<file path="src/rtl/data_mem_arbiter.sv">
// Round-robin arbiter sharing the single-ported data memory between requester A (CPU) and B (DMA/debug).
// One access per grant: an IDLE cycle with a combinational grant, then one ACCESS cycle that drives the memory.
//
// state  | meaning
// IDLE   | mem lines quiet, grant offered to at most one requester
// ACCESS | command registers drive the memory for exactly one cycle
module data_mem_arbiter #(
    parameter int ADDR_W = 16,
    parameter int DATA_W = 16,
    parameter int DEPTH  = 8
) (
    input  logic              clk,
    input  logic              rst_n,
    input  logic              a_req,
    input  logic              a_we,
    input  logic [ADDR_W-1:0] a_addr,
    input  logic [DATA_W-1:0] a_wdata,
    output logic              a_gnt,
    output logic              a_rvalid,
    output logic [DATA_W-1:0] a_rdata,
    output logic              a_err,
    input  logic              b_req,
    input  logic              b_we,
    input  logic [ADDR_W-1:0] b_addr,
    input  logic [DATA_W-1:0] b_wdata,
    output logic              b_gnt,
    output logic              b_rvalid,
    output logic [DATA_W-1:0] b_rdata,
    output logic              b_err,
    output logic [ADDR_W-1:0] mem_access_addr,
    output logic [DATA_W-1:0] mem_write_data,
    output logic              mem_write_en,
    output logic              mem_read,
    input  logic [DATA_W-1:0] mem_read_data,
    output logic              busy
);

    typedef enum logic {IDLE = 1'b0, ACCESS = 1'b1} state_t;

    state_t            state;
    state_t            state_nxt;
    logic              last_grant_b;
    logic              cmd_we;
    logic              cmd_owner_b;
    logic [ADDR_W-1:0] cmd_addr;
    logic [DATA_W-1:0] cmd_wdata;
    logic              cmd_in_range;
    logic [DATA_W-1:0] rdata_capture;

    // Full-width unsigned compare; the memory only decodes the low bits.
    assign cmd_in_range  = (cmd_addr < ADDR_W'(DEPTH));
    assign rdata_capture = (cmd_in_range && !cmd_we) ? mem_read_data : '0;

    always_ff @(posedge clk or negedge rst_n) begin
        if (!rst_n) begin
            state <= IDLE;
        end else begin
            state <= state_nxt;
        end
    end

    always_comb begin
        state_nxt = state;
        case (state)
            IDLE:    if (a_gnt || b_gnt) state_nxt = ACCESS;
            ACCESS:  state_nxt = IDLE;
            default: state_nxt = IDLE;
        endcase
    end

    always_comb begin
        a_gnt           = 1'b0;
        b_gnt           = 1'b0;
        busy            = 1'b0;
        mem_access_addr = '0;
        mem_write_data  = '0;
        mem_write_en    = 1'b0;
        mem_read        = 1'b0;
        case (state)
            IDLE: begin
                // On a tie the requester that did not win last time goes first.
                a_gnt = a_req && (!b_req || last_grant_b);
                b_gnt = b_req && (!a_req || !last_grant_b);
            end
            ACCESS: begin
                busy            = 1'b1;
                mem_access_addr = cmd_addr;
                mem_write_data  = cmd_wdata;
                mem_write_en    = cmd_in_range && cmd_we;
                mem_read        = cmd_in_range && !cmd_we;
            end
            default: ;
        endcase
    end

    always_ff @(posedge clk or negedge rst_n) begin
        if (!rst_n) begin
            last_grant_b <= 1'b1;
            cmd_we       <= 1'b0;
            cmd_owner_b  <= 1'b0;
            cmd_addr     <= '0;
            cmd_wdata    <= '0;
            a_rvalid     <= 1'b0;
            a_rdata      <= '0;
            a_err        <= 1'b0;
            b_rvalid     <= 1'b0;
            b_rdata      <= '0;
            b_err        <= 1'b0;
        end else begin
            a_rvalid <= 1'b0;
            a_err    <= 1'b0;
            b_rvalid <= 1'b0;
            b_err    <= 1'b0;
            if (state == IDLE && (a_gnt || b_gnt)) begin
                cmd_we       <= b_gnt ? b_we    : a_we;
                cmd_addr     <= b_gnt ? b_addr  : a_addr;
                cmd_wdata    <= b_gnt ? b_wdata : a_wdata;
                cmd_owner_b  <= b_gnt;
                last_grant_b <= b_gnt;
            end
            if (state == ACCESS) begin
                if (cmd_owner_b) begin
                    b_rvalid <= 1'b1;
                    b_err    <= !cmd_in_range;
                    b_rdata  <= rdata_capture;
                end else begin
                    a_rvalid <= 1'b1;
                    a_err    <= !cmd_in_range;
                    a_rdata  <= rdata_capture;
                end
            end
        end
    end

endmodule

</file>
<file path="config.mk">
export PLATFORM = sky130hd
export DESIGN_NAME = data_mem_arbiter
export DESIGN_NICKNAME = d
export VERILOG_FILES = /design/src/rtl/data_mem_arbiter.sv
export SDC_FILE = /design/constraint.sdc
export NUM_CORES = 1
export LEC_CHECK = 0
export ABC_AREA = 1
export CORE_ASPECT_RATIO = 1.1
export CORE_UTILIZATION = 49
export CTS_CLUSTER_DIAMETER = 30
export DETAILED_ROUTE_END_ITERATION = 10
export DONT_BUFFER_PORTS = 1
export HOLD_SLACK_MARGIN = 0.1
export PLACE_DENSITY_LB_ADDON = 0.05
export SLEW_MARGIN = 20
export SYNTH_ARGS = -nofsm -noshare
export SYNTH_HDL_FRONTEND = slang
export SYNTH_SLANG_ARGS = --single-unit
</file>
<file path="constraint.sdc">
create_clock -name clk -period 1.45 [get_ports clk]
set_input_delay 0.2175 -clock clk [delete_from_list [all_inputs] [get_ports clk]]
set_output_delay 0.2175 -clock clk [all_outputs]
set_load 0.01 [all_outputs]
</file>
==> results.json, run 1 <==
{
  "outcome": "finished with violations",
  "violations": "design-rule violations, negative hold slack, negative setup slack",
  "avgSynthCellArea_um2": 8.627,
  "drt-met1-wl_mm": 3.974,
  "ys_seq_frac": 0.4860,
  "timing.hold.ws_ps": -434.2,
  "placementRows": 32,
  "totalNegativeSetupSlack_ps": -324.1,
  "cellPowerDensity_nw_per_um2": 1155,
  "syn_to_final_growth_pct": 33.02,
  "largest_area_cell": "dfrtp_1",
  "clock_path_buffers": 2,
  "fp_nets": 516,
  "rrSetupSlack_ps": -20,
  "fin_crit_sh": 1.059,
  "cts.clk_slew.worst_paths_ps": 80,
  "numSynthFlops": 72,
  "r2r_start": "cmd_addr[12]",
  "clk_latency_ps": 340,
  "grt_max_degree": 73,
  "timing_max_transition_violations_final": 0,
  "cpMostUsedCell": "nor2_4",
  "worstMarginPinSlew_ps": 331.9,
  "hold_viol": 72,
  "top_cells_by_area": "dfrtp_1 (48%), nand2_1 (14%), nand3_1 (6.9%), o211ai_1 (5.9%), inv_1 (4.2%)",
  "gr-usage-met3": 0.05031,
  "routed_via_density": 5.286,
  "synth_cells": 430,
  "top_layer_used": "met4",
  "cp-endpoint": "mem_write_en",
  "seq-power_mw": 2.55,
  "wl_met3_um": 516,
  "ys_cells": 430,
  "port-buffer-count": 0,
  "place_area_um2": 3745,
  "ir_drop_uv": 577.7,
  "wl_met2_mm": 4.772,
  "crit_chain": "nor2_1 > nand2_1 > nor2_4 > nand3_4 > nor2_4",
  "critPathKind": "flop to output pin",
  "drt_iter0_drc": 107,
  "wl_mm": 9.439,
  "cts_setup_buffers": 15,
  "yosys-stat-area_um2": 3710,
  "log.warning_count": 30,
  "crit_path_end_kind": "output pin",
  "arrival_ps": 1320,
  "antenna_found_initial": 0,
  "final_common_cell": "nand2_1",
  "timing.critical_path.buf_inv": 0,
  "max_freq_mhz": 651.3,
  "crit_family": "simple AND/OR/NAND/NOR gates",
  "top_power_group": "sequential cells",
  "clockRootBuffer": "clkbuf_8",
  "cp-startpoint": "cmd_addr[12]",
  "core-area_um2": 7167,
  "ff2ff_path_depth": 9,
  "adder_share": 0,
  "grt_pass1_wl_mm": 15.09,
  "final-setup-viol-count": 13,
  "p_leak_nw": 2.538,
  "comb_power_share": 0.317,
  "top_area_frac": 0.4789,
  "mux_share": 0,
  "layout_setup_ws_ps": -85.36,
  "final_util": 0.6885,
  "drcViolationCount": 10,
  "swShare": 0.3479,
  "dpl.cell_count": 501,
  "power_switching_mw": 1.982,
  "busiest_layer": "met2",
  "startpoint_type": "flop"
}
[run 1: cell type report]
class                           count  share of cell area
Multi-Input combinational cell    285              0.3466
Tap cell                           85             0.02155
Inverter                           45             0.03829
Sequential cell                    72              0.3656
Timing Repair Buffer               87              0.1955
Clock buffer                       10             0.02789
Clock inverter                      4            0.004564
[run 1: sequential cells by signal, summed over array words and instances (netlist names)]
register / flops
a_err: 1
a_rdata: 16
a_rvalid: 1
b_err: 1
b_rdata: 16
b_rvalid: 1
cmd_addr: 16
cmd_owner_b: 1
cmd_wdata: 16
cmd_we: 1
last_grant_b: 1
state: 1
[run 1: synthesized netlist by cell type, drive strengths merged]
master    n
o21ai     5
nand2   140
or2      29
o211ai   33
nand3    64
a21oi     3
buf      20
dfrtp    71
clkbuf    8
nor2     11
dfstp     1
inv      45
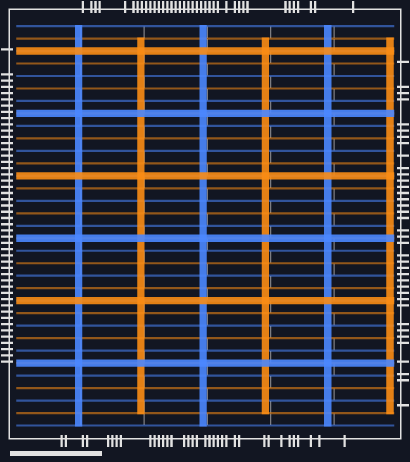
run_1/power_grid.png
The bar under the picture is 20 um long. Pins as bars on the die edge. Tap cells in grey.
- VDD: orange
- VSS: blue
- met4 straps: 6
- rows: 32

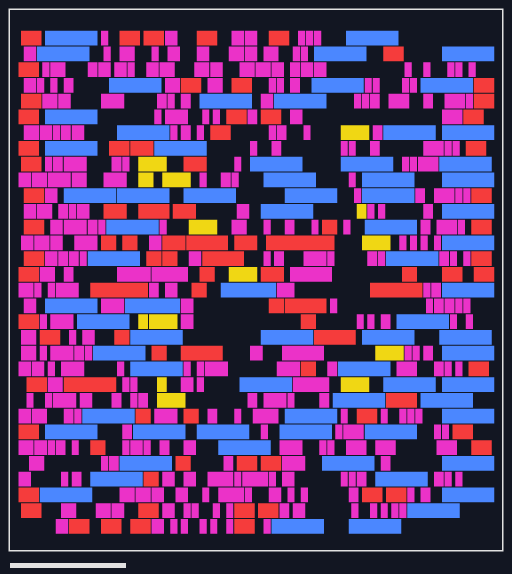
run_1/placement_by_type.png
The bar under the picture is 20 um long.
- remaining buffers and delay cells: red (cells 87; share of their area 20%)
- clock drivers and dummy loads: yellow (cells 14; share of their area 3.3%)
- combinational and other logic: magenta (cells 330; share of their area 39%)
- sequential cells: blue (cells 72; share of their area 37%)

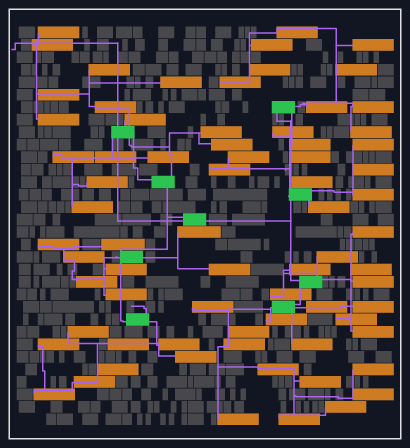
run_1/clk_routes.png
- clock wires: purple (length 871 um)
- flip-flops: orange (count 72)
- clock drivers: green (count 9)
- flops lie: widely spread

## Run 2: what changed since run 1
--- a/config.mk
+++ b/config.mk
@@ -7,7 +7,7 @@
 export LEC_CHECK = 0
 export ABC_AREA = 1
 export CORE_ASPECT_RATIO = 1.1
-export CORE_UTILIZATION = 49
+export CORE_UTILIZATION = 43
 export CTS_CLUSTER_DIAMETER = 30
 export DETAILED_ROUTE_END_ITERATION = 10
 export DONT_BUFFER_PORTS = 1
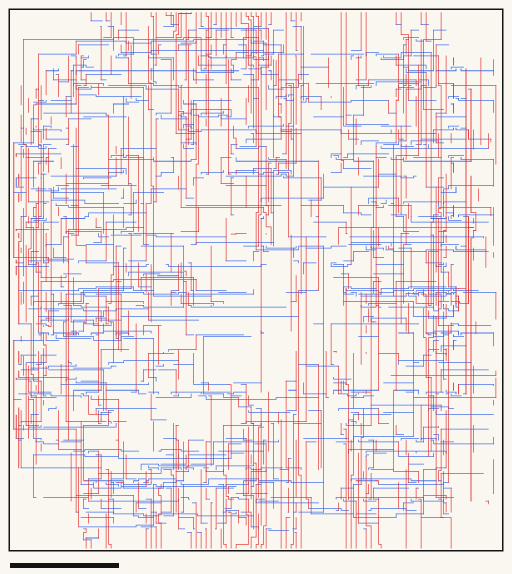
run_2/wires.png
The bar under the picture is 20 um long. Two of the layers only.
- metal 2: red (wire length 4,940 um)
- metal 1: blue (wire length 3,980 um)

==> results.json, run 2 <==
{
  "outcome": "finished with violations",
  "violations": "negative hold slack, negative setup slack",
  "ys.flop_type": "dfrtp_1",
  "cts_setup_buffers": 16,
  "clock_skew_ps": 10.12,
  "crit_path_end_kind": "output pin",
  "die_h_um": 99.42,
  "wl_met2_mm": 4.941,
  "seq-power_mw": 2.52,
  "cp-startpoint": "cmd_addr[9]",
  "swShare": 0.3472,
  "log.warning_count": 30,
  "wl_met3_um": 561,
  "final-setup-viol-count": 31,
  "port-buffer-count": 0,
  "yosysMostFrequentCell": "nand2_1",
  "layout.nets": 586,
  "numSynthFlops": 72,
  "avgSynthCellArea_um2": 8.627,
  "core-area_um2": 8364,
  "clock_path_buffers": 2,
  "synth_cells": 430,
  "p_leak_nw": 2.522,
  "comb_power_share": 0.298,
  "grt_max_degree": 73,
  "fin_crit_sh": 1.051,
  "ff2ff_path_depth": 9,
  "final_common_cell": "nand2_1",
  "largest_area_cell": "dfrtp_1",
  "arrival_ps": 1310,
  "max_freq_mhz": 656.3,
  "timing_max_transition_violations_final": 0,
  "syn_to_final_growth_pct": 31.80,
  "top_layer_used": "met4",
  "rrSetupSlack_ps": -20,
  "placementRows": 35,
  "hold_viol": 72,
  "totalNegativeSetupSlack_ps": -694.9,
  "ys_seq_frac": 0.4860,
  "r2r_start": "cmd_addr[9]",
  "routed_via_density": 5.008,
  "edf_count": 0,
  "top_area_frac": 0.4789,
  "adder_share": 0,
  "layout_setup_ws_ps": -73.80,
  "worstMarginPinSlew_ps": 354.7,
  "vias": 3085,
  "wl_mm": 9.616,
  "timing.hold.ws_ps": -436.0,
  "final_util": 0.5846,
  "drt-met1-wl_mm": 3.984,
  "ir_drop_uv": 490.7,
  "critPathKind": "flop to output pin",
  "grt_pass1_wl_mm": 15.17,
  "cts.clk_slew.worst_paths_ps": 80,
  "cp-endpoint": "mem_read",
  "top_power_group": "sequential cells",
  "fp_nets": 516,
  "clockRootBuffer": "clkbuf_8",
  "cellPowerDensity_nw_per_um2": 1149,
  "drcViolationCount": 0,
  "mux_share": 0,
  "antenna_found_initial": 0,
  "startpoint_type": "flop",
  "place_area_um2": 3797,
  "drive_gt1_frac": 0.2376,
  "logic_family": "simple AND/OR/NAND/NOR gates",
  "async_flop_share": 1.000,
  "busiest_layer": "met2",
  "top_cells_by_area": "dfrtp_1 (48%), nand2_1 (14%), nand3_1 (6.9%), o211ai_1 (5.9%), inv_1 (4.2%)",
  "power_switching_mw": 1.950,
  "yosys-stat-area_um2": 3710,
  "clk_latency_ps": 340
}
## run 2: cell count changes in the layout (fill, tap and decap cells not counted), sizes merged
cell,previous run,this run
buf,33,32
bufbuf,1,0
clkbuf,12,15
inv,44,45
## run 2: worst max-delay path: stages, from the launching register on
cell	delay, ps
dfrtp_1	410
nor2_1	90
nand2_1	90
nor2_4	140
nand3_4	110
nor2_4	130
## run 2: cell type report
| type | instances | area, um2 |
|---|---|---|
| Inverter | 45 | 191.4 |
| Clock buffer | 11 | 141.4 |
| Clock inverter | 5 | 31.28 |
| Timing Repair Buffer | 87 | 939.7 |
| Tap cell | 111 | 138.9 |
| Multi-Input combinational cell | 285 | 1643 |
| Sequential cell | 72 | 1804 |
| Fill cell | 790 | 3475 |
## Run 3: what changed since run 2
--- a/config.mk
+++ b/config.mk
@@ -7,7 +7,7 @@
 export LEC_CHECK = 0
 export ABC_AREA = 1
 export CORE_ASPECT_RATIO = 1.1
-export CORE_UTILIZATION = 43
+export CORE_UTILIZATION = 50
 export CTS_CLUSTER_DIAMETER = 30
 export DETAILED_ROUTE_END_ITERATION = 10
 export DONT_BUFFER_PORTS = 1
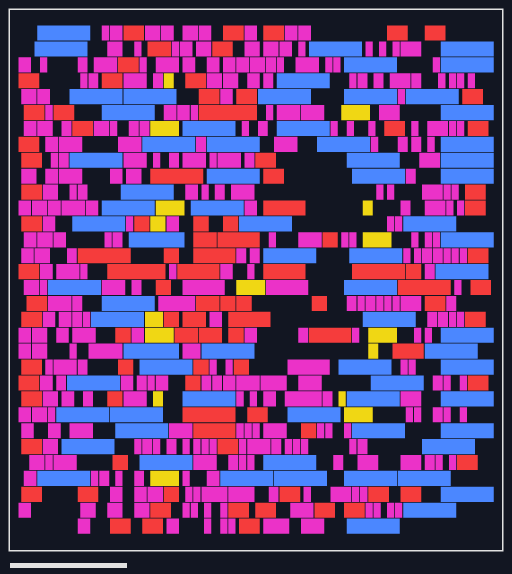
run_3/placement_by_type.png
The bar under the picture is 20 um long.
- sequential cells: blue (cells 72; share of their area 35%)
- combinational and other logic: magenta (cells 330; share of their area 39%)
- clock drivers and dummy loads: yellow (cells 16; share of their area 3.2%)
- remaining buffers and delay cells: red (cells 97; share of their area 22%)

==> results.json, run 3 <==
{
  "outcome": "finished with violations",
  "violations": "design-rule violations, negative hold slack, negative setup slack",
  "clock_skew_ps": 11.87,
  "yosys-stat-area_um2": 3710,
  "antenna_found_initial": 0,
  "vias": 3232,
  "clockRootBuffer": "clkbuf_8",
  "routed_via_density": 5.387,
  "ys.flop_type": "dfrtp_1",
  "logic_area_um2": 1779,
  "synth_cells": 430,
  "crit_path_end_kind": "output pin",
  "drcViolationCount": 18,
  "hold_viol": 72,
  "core-area_um2": 7087,
  "seq_cells": 72,
  "ys_seq_frac": 0.4860,
  "final_util": 0.7343,
  "fp_nets": 516,
  "layout_setup_ws_ps": -97.05,
  "cts.clk_slew.worst_paths_ps": 80,
  "inverters": 45,
  "nNonClkBuffers": 97,
  "max_freq_mhz": 646.4,
  "cpMostUsedCell": "nor2_4",
  "syn_to_final_growth_pct": 40.27,
  "timing.critical_path.buf_inv": 0,
  "totalNegativeSetupSlack_ps": -1334,
  "clk_latency_ps": 350,
  "rrSetupSlack_ps": -70,
  "timing.hold.ws_ps": -447.2,
  "final_common_cell": "nand2_1",
  "place_area_um2": 3767,
  "drive_gt1_frac": 0.3010,
  "nMultiInputCombCells": 285,
  "final-clk-cell-share": 0.03150,
  "top_cells_by_area": "dfrtp_1 (48%), nand2_1 (14%), nand3_1 (6.9%), o211ai_1 (5.9%), inv_1 (4.2%)",
  "logic_family": "simple AND/OR/NAND/NOR gates",
  "avgSynthCellArea_um2": 8.627,
  "largestClassByArea": "registers",
  "crit_family": "simple AND/OR/NAND/NOR gates",
  "p_leak_nw": 2.675,
  "numSynthFlops": 72,
  "adder_share": 0,
  "wl_mm": 10.20,
  "final-setup-viol-count": 36,
  "port-buffer-count": 0,
  "fill_cells": 501,
  "critPathMaxStageDelay_ps": 430
}
==> run 3: cell count changes in the layout (fill, tap and decap cells not counted), moves of 3 or more <==
cell / delta
nand2_4: +18
buf_6: +3
nand2_1: -13
inv_1: -15
inv_4: +15
nand2_2: -6
buf_12: +3
dlygate4sd3_1: +3
==> run 3: what timing repair did <==
action / CTS / global route
endpoints found under the setup margin: 29 / 96
resized: 84 / 62
setup buffers: 14 / 5
cloned: 5 / 6
pin swaps: 9 / 16
hold endpoints to repair: 137 / 72
==> run 3: where the power goes <==
part	internal, mW	total (mW)	switching [mW]	leakage, nW
Sequential	2.29	2.58	0.289	0.930
Clock	0.611	1.34	0.733	0.0858
Combinational	0.881	2.00	1.12	1.66
Total	3.78	5.92	2.14	2.67
Power is estimated from default activity; no workload was simulated.
